### src/rtl/switch_demux_pkg.sv
// Shared definitions for the switch demultiplexer: select encodings and
// the default counter width.
package switch_demux_pkg;

  localparam int CNT_W_DEFAULT = 8;

  typedef logic [1:0] sel_t;

  localparam sel_t SEL_CH1  = 2'b00;
  localparam sel_t SEL_CH2  = 2'b01;
  localparam sel_t SEL_CH3  = 2'b10;
  localparam sel_t SEL_DROP = 2'b11;

endpackage

### src/rtl/switch_demux_chan.sv
// One output channel: a single-entry buffer with valid/ready handshake and a
// counter of completed output transfers.
module demux_chan #(
  parameter int CNT_W = 8
) (
  input  logic             clk,
  input  logic             rst,
  input  logic             load,
  input  logic             din,
  input  logic             rdy,
  output logic             dout,
  output logic             valid,
  output logic             space,
  output logic [CNT_W-1:0] cnt
);

  logic xfer;

  assign xfer  = valid & rdy;
  // The buffer can take a new bit when empty or when it is draining this cycle.
  assign space = ~valid | rdy;

  // A load wins over the transfer's clear, so a simultaneous drain and refill keeps valid high.
  always_ff @(posedge clk) begin
    if (rst) begin
      dout  <= 1'b0;
      valid <= 1'b0;
      cnt   <= '0;
    end else begin
      if (load) begin
        dout  <= din;
        valid <= 1'b1;
      end else if (xfer) begin
        valid <= 1'b0;
      end
      if (xfer) begin
        cnt <= cnt + CNT_W'(1);
      end
    end
  end

endmodule

### src/rtl/switch_demux.sv
// Routes a gated data bit to one of three buffered channels or drops it,
// counting transfers per channel and dropped offers.
module switch_demux
  import switch_demux_pkg::*;
#(
  parameter int CNT_W = CNT_W_DEFAULT
) (
  input  logic             clk,
  input  logic             rst,
  input  logic             din,
  input  logic             s1,
  input  logic             s2,
  input  logic             s,
  input  logic             in_valid,
  output logic             in_ready,
  output logic             B1,
  output logic             B2,
  output logic             B3,
  output logic             v1,
  output logic             v2,
  output logic             v3,
  input  logic             r1,
  input  logic             r2,
  input  logic             r3,
  output logic [CNT_W-1:0] cnt1,
  output logic [CNT_W-1:0] cnt2,
  output logic [CNT_W-1:0] cnt3,
  output logic [CNT_W-1:0] drop_cnt
);

  sel_t sel;
  logic gated;
  logic accept;
  logic space1, space2, space3;
  logic load1, load2, load3;

  assign sel    = {s1, s2};
  assign gated  = din & s;
  assign accept = in_valid & in_ready;

  always_comb begin
    in_ready = 1'b1;
    case (sel)
      SEL_CH1:  in_ready = space1;
      SEL_CH2:  in_ready = space2;
      SEL_CH3:  in_ready = space3;
      default:  in_ready = 1'b1;
    endcase
  end

  assign load1 = accept & (sel == SEL_CH1);
  assign load2 = accept & (sel == SEL_CH2);
  assign load3 = accept & (sel == SEL_CH3);

  always_ff @(posedge clk) begin
    if (rst) begin
      drop_cnt <= '0;
    end else if (accept && sel == SEL_DROP) begin
      drop_cnt <= drop_cnt + CNT_W'(1);
    end
  end

  demux_chan #(.CNT_W(CNT_W)) u_ch1 (
    .clk(clk), .rst(rst), .load(load1), .din(gated), .rdy(r1),
    .dout(B1), .valid(v1), .space(space1), .cnt(cnt1)
  );

  demux_chan #(.CNT_W(CNT_W)) u_ch2 (
    .clk(clk), .rst(rst), .load(load2), .din(gated), .rdy(r2),
    .dout(B2), .valid(v2), .space(space2), .cnt(cnt2)
  );

  demux_chan #(.CNT_W(CNT_W)) u_ch3 (
    .clk(clk), .rst(rst), .load(load3), .din(gated), .rdy(r3),
    .dout(B3), .valid(v3), .space(space3), .cnt(cnt3)
  );

endmodule

### config.mk
export PLATFORM = sky130hd
export DESIGN_NAME = switch_demux
export DESIGN_NICKNAME = d
export VERILOG_FILES = /design/src/rtl/switch_demux_pkg.sv /design/src/rtl/switch_demux_chan.sv /design/src/rtl/switch_demux.sv
export SDC_FILE = /design/constraint.sdc
export NUM_CORES = 1
export LEC_CHECK = 0
export CORE_ASPECT_RATIO = 0.8
export CORE_UTILIZATION = 50
export DETAILED_ROUTE_END_ITERATION = 16
export DONT_BUFFER_PORTS = 1
export PLACE_DENSITY = 0.68
export SLEW_MARGIN = 15
export SYNTH_ARGS = -nofsm -noshare
export SYNTH_HDL_FRONTEND = slang
export SYNTH_SLANG_ARGS = --single-unit
### constraint.sdc
create_clock -name clk -period 1.2 [get_ports clk]
set_input_delay 0.12 -clock clk [delete_from_list [all_inputs] [get_ports clk]]
set_output_delay 0.12 -clock clk [all_outputs]
set_load 0.1 [all_outputs]
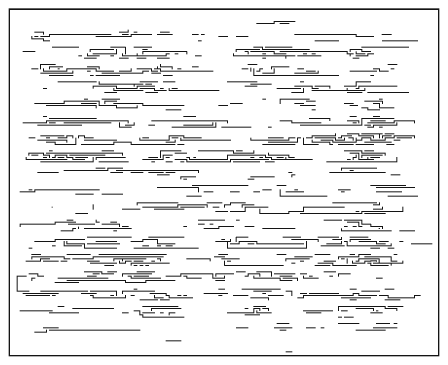
*M1 wires*
longest straight run	14.3 um
main direction	horizontal
wire length on this layer	1860 um
nets with wire on the layer	245
share of all routed wire	43%
vias: 1707
Routed WL: 4350 um
met1 Usage GRT: 28.2%

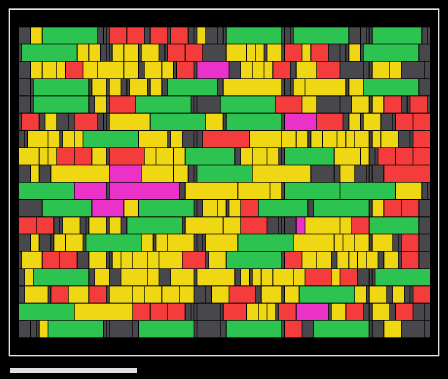
*Placed cells, one color a class*
The bar under the picture is 20 um long. Fill, decap, tap and diode cells in gray.
class	color	cells	share of their area
clock drivers and dummy loads	magenta	8	4.5%
other buffers and delay cells	red	57	19%
flops	green	38	34%
combinational and other logic	yellow	154	43%
sequential portion of the cell area: 33.3%
num rows: 18
core area: 0.00318 mm^2

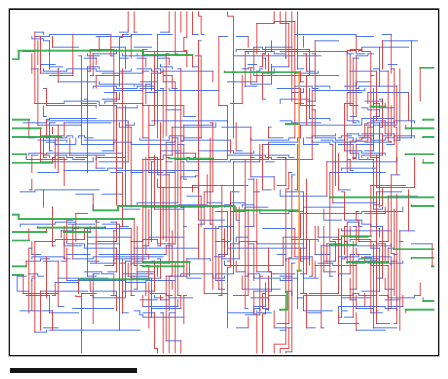
*Wiring by layer*
The bar under the picture is 20 um long.
layer	color	wire length
metal 1	blue	1860 um
metal 4	orange	31.3 um
metal 3	green	253 um
metal 2	red	2210 um
Total GRT Usage: 24.3%
drt wl/cell: 14.6 um

==> impl_metrics.env <==
# source this file to load flow results
export IMPL_yosys_top_cells_area="dfxtp_1 (44%), a21oi_1 (7.6%), nand3_1 (4.4%)"
export IMPL_route_detailed_drc=0
export IMPL_max_stage_delay_ns=0.50
export IMPL_syn_inst=198
export IMPL_cts_tree="yes"
export IMPL_synth_top_area_share_pct=44.4
export IMPL_io_pins=49
export IMPL_hold_viol_final=0
export IMPL_critPathLaunchType="flop"
export IMPL_layout_area_seq_um2=886
export IMPL_maxCapViolCount=0
export IMPL_synth_top_cell_by_count="dfxtp_1"
export IMPL_clk_pin_slew_worst_paths_ns=0.07
export IMPL_syn_area_per_cell_um2=8.64
export IMPL_area_growth_pct=55.6
export IMPL_drv_slew=0
export IMPL_drive_above_1_share_pct=49.4
export IMPL_path_cells="buf_6 > nand3_4 > or4_1 > a21oi_1"
export IMPL_yosys_warnings=0
export IMPL_nets=270
export IMPL_fin_ws_ns=-0.0802
export IMPL_grt_pass1_vias=1455
export IMPL_violations="setup timing"
export IMPL_chipArea_mm2=0.00366
export IMPL_edf_count=0
export IMPL_antenna_found_initial=0
export IMPL_detailed_place_hpwl_um=2810
export IMPL_cellPowerDensity_mw_per_mm2=978
export IMPL_critical_path_class="flop to flop"
export IMPL_crit_path_max_fanout=6
export IMPL_worstSkewPairLatency_ns=0.29
export IMPL_worst_pin_slew_ns=0.326
export IMPL_top_area_cell="dfxtp_1"
export IMPL_syn_nets=212
export IMPL_crit_slowest_cell="or4_1"
export IMPL_ys_cells=198
export IMPL_cts_sinks=38
export IMPL_leakage_nw=0.954
export IMPL_finClkSkew_ns=0.00800
export IMPL_drt_iter0_drc=45
export IMPL_hp_class="input pin to flop"
export IMPL_status="finished, violations left"
export IMPL_setup_viol=8
export IMPL_log_warning_count=30
export IMPL_chipHeight_um=54.3
export IMPL_netlist_area_mm2=0.00171
export IMPL_arrival_ns=1.50
export IMPL_reg2reg_to="u_ch2.cnt[7]"
export IMPL_synth_cell_types=24
export IMPL_htree_levels=2
export IMPL_portBuffers=0
export IMPL_die_w_um=67.4
export IMPL_grt_max_degree=37
export IMPL_rsz0062_at_grt="yes"
export IMPL_max_freq_mhz=781
export IMPL_vias_per_cell=5.75
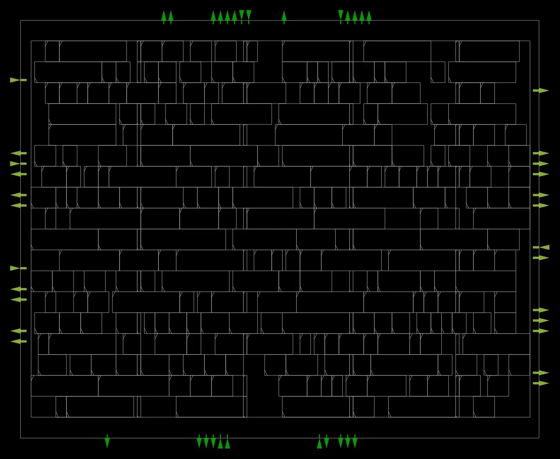
*Cell outlines without signal wires*
Finished Layout Cells: 297
# fillers: 168
final core utilization: 83.8%

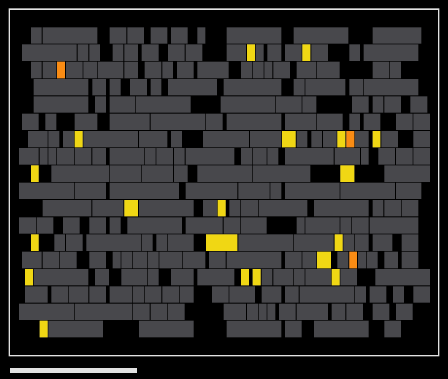
*Gate-type map*
The bar under the picture is 20 um long.
family	color	cells
NOR gates	yellow	19
inverters	orange	3
logic share of the area: 41.5%
dominant logic cell type in the layout: buf_4

sequential cells by signal (all words and copies together), names as in the netlist:
| register | count |
|---|---|
| drop_cnt | 8 |
| u_ch1.cnt | 8 |
| u_ch1.dout | 1 |
| u_ch1.valid | 1 |
| u_ch2.cnt | 8 |
| u_ch2.dout | 1 |
| u_ch2.valid | 1 |
| u_ch3.cnt | 8 |
| u_ch3.dout | 1 |
| u_ch3.valid | 1 |
report_power, final:
part	internal (W)	switching (W)
Combinational	0.0000880	0.000167
Sequential	0.00121	0.0000161
Clock	0.000678	0.000445
layout make-up:
type,count,area share (%)
timing repair buffer,57,18.5
tap,40,1.88
clock buffer,7,3.24
clock inverter,1,1.13
inverter,3,0.423
multi-input combinational,151,41.5
sequential,38,33.3
repair_timing:
action / 4_1_cts / 5_1_grt
setup endpoints to repair: 6 / 23
pin swaps: 14 / 11
endpoints found under the hold margin: 36 / 0
buffers inserted: 6 / 6
hold buffers: 5 / 0
gates resized: 16 / 6
layer usage:
metal	part of all wire (%)	wire length (um)	global-route usage (%)
met1	43	1860	28.2
met2	51	2210	43.7
met3	5.8	252	7.71
met4	0.71	31	6.03
met5	0	0	0
placed cells by master, fill, tap and decap left out, types with 2 or more instances in the layout:
cell type      instances
a21oi_1               25
buf_12                 2
buf_4                 44
buf_6                  6
clkbuf_8               6
dfxtp_2                7
dfxtp_4               31
dlygate4sd3_1          4
ha_4                   4
inv_1                  3
nand2_1               10
nand2_2                4
nand2b_4               3
nand3_1               10
nand3_2                3
nand3_4                3
nand3b_1               2
nand4_1                8
nor2_1                14
nor2b_1                4
o21ai_0               11
o21ai_4                2
o31ai_1                9
or3_1                  9
or3_4                  2
or4_1                  9
xor2_1                 8
critical path, delay by kind of cell (launching register included):
| kind | cells | cell delay (ns) |
|---|---|---|
| compound gates | 1 | 0.14 |
| buf+inv | 1 | 0.12 |
| flops | 1 | 0.37 |
| simple gates | 2 | 0.58 |
cells by family after synthesis:
group | Yosys count | share of synthesized area [%]
XOR/XNOR | 8 | 4.09
flip-flops | 38 | 44.4
buffers and inverters | 9 | 2.85
adder cells (fa/ha/maj) | 4 | 2.92
AND/OR/NAND/NOR | 85 | 27.0
multiplexers | 4 | 2.49
AND-OR/OR-AND | 50 | 16.2
worst max path at each step:
| stage | startpoint | end | slack (ns) | depth (start not counted) |
|---|---|---|---|---|
| floorplan | u_ch1.cnt[0] | u_ch1.cnt[4] | -0.19 | 4 |
| global placement | u_ch1.valid | u_ch1.cnt[7] | 0.02 | 3 |
| detailed placement | u_ch1.valid | u_ch1.cnt[7] | -0.01 | 3 |
| CTS | u_ch2.valid | in_ready | -0.09 | 4 |
| global route | u_ch3.valid | u_ch3.cnt[7] | -0.11 | 4 |
| finish | u_ch2.valid | u_ch2.cnt[7] | -0.08 | 4 |
per-stage QoR:
step	util, %	hold slack [ns]	std cells	setup TNS [ns]	cell area [um^2]
after floorplan	-	0.270	198	-2.68	1970
after global placement	72.4	0.183	272	0	2300
after detailed placement	72.4	0.188	272	-0.0127	2300
after CTS	81.6	0.0153	291	-0.379	2590
after global routing	83.8	0.0382	297	-1.07	2660
final	83.8	0.0342	297	-0.340	2660
